Run 1, signal wires on met1:
The bar under the picture is 20 µm long.
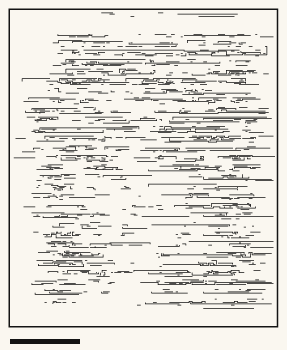
Run 1, met2 routing:
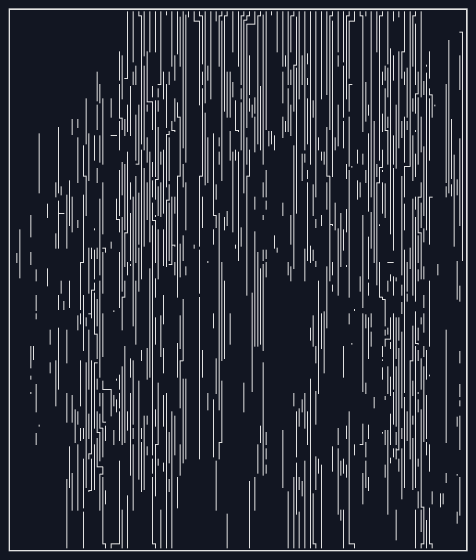
Run 1, the metal 3 layer:
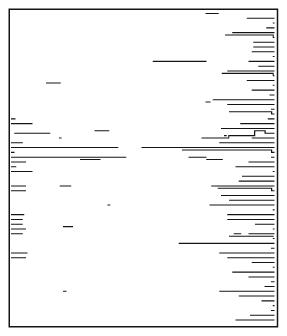
Design mcdf_arbiter_flat, sky130hd; sources not shown.
==> results.sh, run 1 <==
# yosys + openroad results
export IMPL_grt_max_degree=33
export IMPL_sh_comb_area_pct=36.9
export IMPL_lay_top_count="clkdlybuf4s50_1"
export IMPL_top_cells_by_count="75 x nor2_1, 37 x mux2i_1, 31 x a21oi_1"
export IMPL_ys_cells=232
export IMPL_cap_violations=0
export IMPL_flops=8
export IMPL_cts_resized=222
export IMPL_numPortBuffers=160
export IMPL_xor_area_share_pct=0
export IMPL_synthCells=232
export IMPL_final_setup_worst_slack_ns=-0.490
export IMPL_first_global_vias=2474
export IMPL_seq_share_pct=5.05
export IMPL_rows=29
export IMPL_ys_seq_elements=8
export IMPL_min_period_ns=1.99
export IMPL_cts_tree="done"
export IMPL_syn_area_um2=1520
export IMPL_nWellTaps=77
export IMPL_wl_per_cell_um=16.2
export IMPL_status="finished with violations"
export IMPL_nMultiInputCombCells=205
export IMPL_antenna_found_initial=0
export IMPL_area_delta_synth_final_pct=163
export IMPL_setup_violations=45
export IMPL_slew_headroom_pct=58.5
export IMPL_edf_count=0
export IMPL_routabilityCongestion=0.927
export IMPL_buffers_excl_clock=229
export IMPL_violations="setup timing"
About 'signal wires on met1':
The longest straight run is 28.5 µm. The wires run mostly horizontal.
GR Layer Usage met1: 24.0%
Vias: 2567
Routed WL: 8510 µm

About 'met2 routing':
The layer holds 53% of the routed length. 503 nets have wire on it.
met2 Resource Use GR: 41.8%

About 'the metal 3 layer':
89 nets have wire on it. The longest straight run is 37.5 µm. The wires run mostly horizontal. The layer carries 767 µm of wire. The layer holds 9.0% of the routed length.
grt met3 use: 4.80%

[run 1: stage by stage]
step	instance area (µm²)	power [µW]	worst slack [ns]	hold slack, ns	std cells
2_1_floorplan	1580	2030	-0.682	-0.0263	232
5_1_grt	3990	5060	-0.571	0.397	526
4_1_cts	3790	4420	-0.572	0.306	520
3_5_place_dp	3570	3490	-1.32	0.457	496
6_report	3990	4730	-0.490	0.350	526
3_3_place_gp	3570	3450	-1.18	0.449	496
[run 1: layer usage]
metal | wire length (µm) | up-vias
li1 | - | 1253
met1 | 3110 | 1197
met2 | 4470 | 100
met3 | 766 | 17
met4 | 156 | 0
met5 | 0 | -
[run 1: power by group]
group | switching [µW] | internal (µW) | total (µW)
clock network | 89.2 | 185 | 274
logic | 1820 | 2270 | 4090
registers | 51.1 | 316 | 367
total | 1960 | 2770 | 4730
Run 1, routing congestion map:
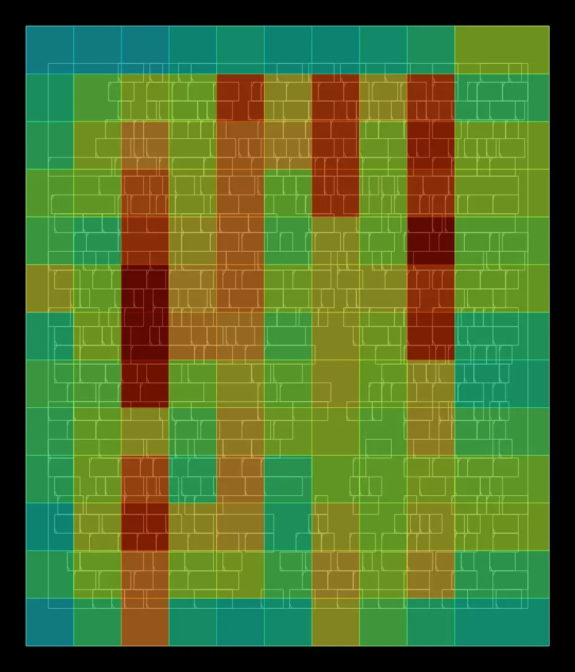

## Run 2: what changed since run 1
--- a/config.mk
+++ b/config.mk
@@ -5,11 +5,14 @@
 export SDC_FILE = /design/constraint.sdc
 export NUM_CORES = 1
 export LEC_CHECK = 0
+export CELL_PAD_IN_SITES_DETAIL_PLACEMENT = 0
+export CELL_PAD_IN_SITES_GLOBAL_PLACEMENT = 2
 export CORE_ASPECT_RATIO = 1.2
 export CORE_MARGIN = 3
-export CORE_UTILIZATION = 26
+export CORE_UTILIZATION = 11
 export CTS_CLUSTER_DIAMETER = 60
 export DETAILED_ROUTE_END_ITERATION = 10
+export GPL_ROUTABILITY_DRIVEN = 0
 export PLACE_DENSITY_LB_ADDON = 0.15
 export SLEW_MARGIN = 20
 export SYNTH_ARGS = -nofsm -noshare
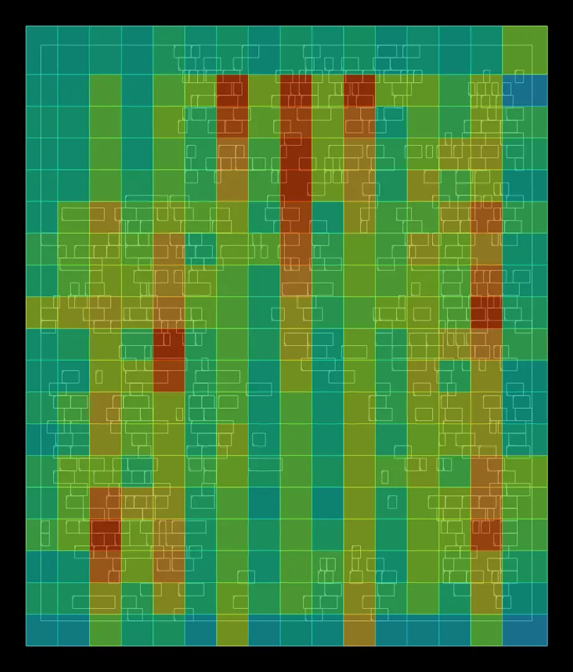
Run 2: routing congestion map
GR Util All Layers: 11.7%
GRT Max-Usage Layer: met2
met2 Resource Use GR: 21.5%
GR Layer Usage met1: 14.4%

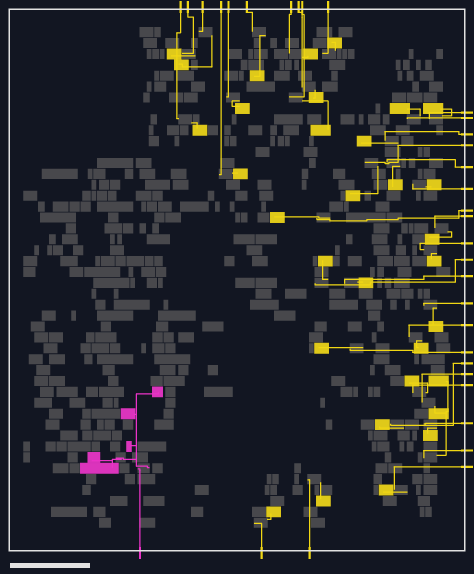
Run 2: port wiring
The bar under the picture is 20 µm long.
`bus_slv1_req_i`: shown in magenta, bits 1, direction input, end cells 5, buffers 2, wire 64.5 µm. `bus_slv2_data_i`: shown in yellow, bits 32, direction input, end cells 32, buffers 32, wire 835 µm.
Port Buffers: 160
num ports: 161

==> run 2 against run 1 <==
Compared with the run above:
- the flow still finishes with violations (setup timing)
- clock power is 71% higher
- highest routed layer unchanged
- clock skew is 0.0029 ns higher
- die area is 120% higher
- largest power group unchanged
- utilization is 40 points lower
- final cell count is 21% higher
==> results.sh, run 2 <==
# yosys + openroad results
export IMPL_p_sw_uw=2170
export IMPL_ys_seq_elements=8
export IMPL_seq_cell_power_uw=381
export IMPL_antenna_found_initial=0
export IMPL_setup_violations=45
export IMPL_placed_area_um2=3710
export IMPL_violations="setup timing"
export IMPL_wl_per_cell_um=15.0
export IMPL_total_power_uw=5470
export IMPL_slew_headroom_pct=65.8
export IMPL_pre_cts_slack_ns=-1.30
export IMPL_synthCells=232
export IMPL_area_delta_synth_final_pct=189
export IMPL_cap_violations=0
export IMPL_clkPwrFrac_pct=8.6
export IMPL_top_layer="met4"
export IMPL_min_period_ns=2.00
export IMPL_xor_area_share_pct=0
export IMPL_final_area_um2=4380
export IMPL_final_setup_worst_slack_ns=-0.496
export IMPL_edf_count=0
export IMPL_p_comb_uw=4620
export IMPL_timing_hold_ws_ns=0.326
export IMPL_final_cells=637
export IMPL_status="finished with violations"
export IMPL_wl_met1_um=3970
export IMPL_cell_internal_pwr_uw=3300
export IMPL_clock_net_power_uw=469
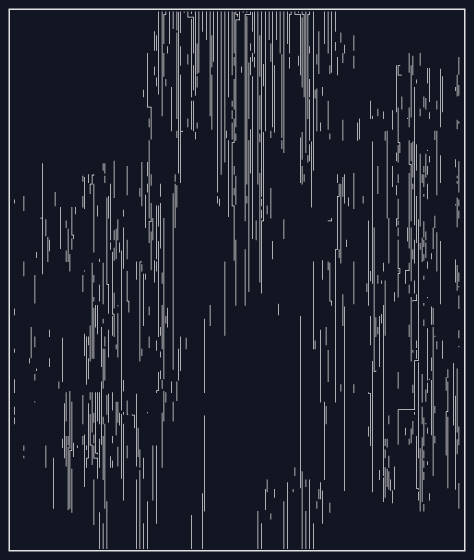
Run 2: met2 routing
The layer holds 51% of the routed length. The wires run mostly vertical. 493 nets have wire on it. The longest straight run is 51.5 µm. The layer carries 4890 µm of wire.
Routed WL: 9570 µm
Vias: 2545

==> run 2: netlist changes by cell type in the layout (fill, tap and decap cells not counted), moves of 3 or more <==
cell      change
a21oi_1      -14
a21oi_2      +13
buf_6        +10
buf_4         +8
mux2i_2       +4
buf_8         +3
clkbuf_8      -3
mux2i_1       -3
==> run 2: what timing repair did <==
item,CTS,global route
pin swaps,29,69
gates resized,250,54
setup buffers,31,17
gates cloned,3,0
endpoints found under the setup margin,49,46
==> run 2: final cells by class <==
type / count / area share (%)
repair buffers: 249 / 53.3
multi-input cells: 205 / 35.2
well taps: 168 / 4.79
flip-flops and latches: 8 / 4.59
clock buffers: 4 / 1.80
inverters: 3 / 0.257
Power and IR drop assume default switching activity.
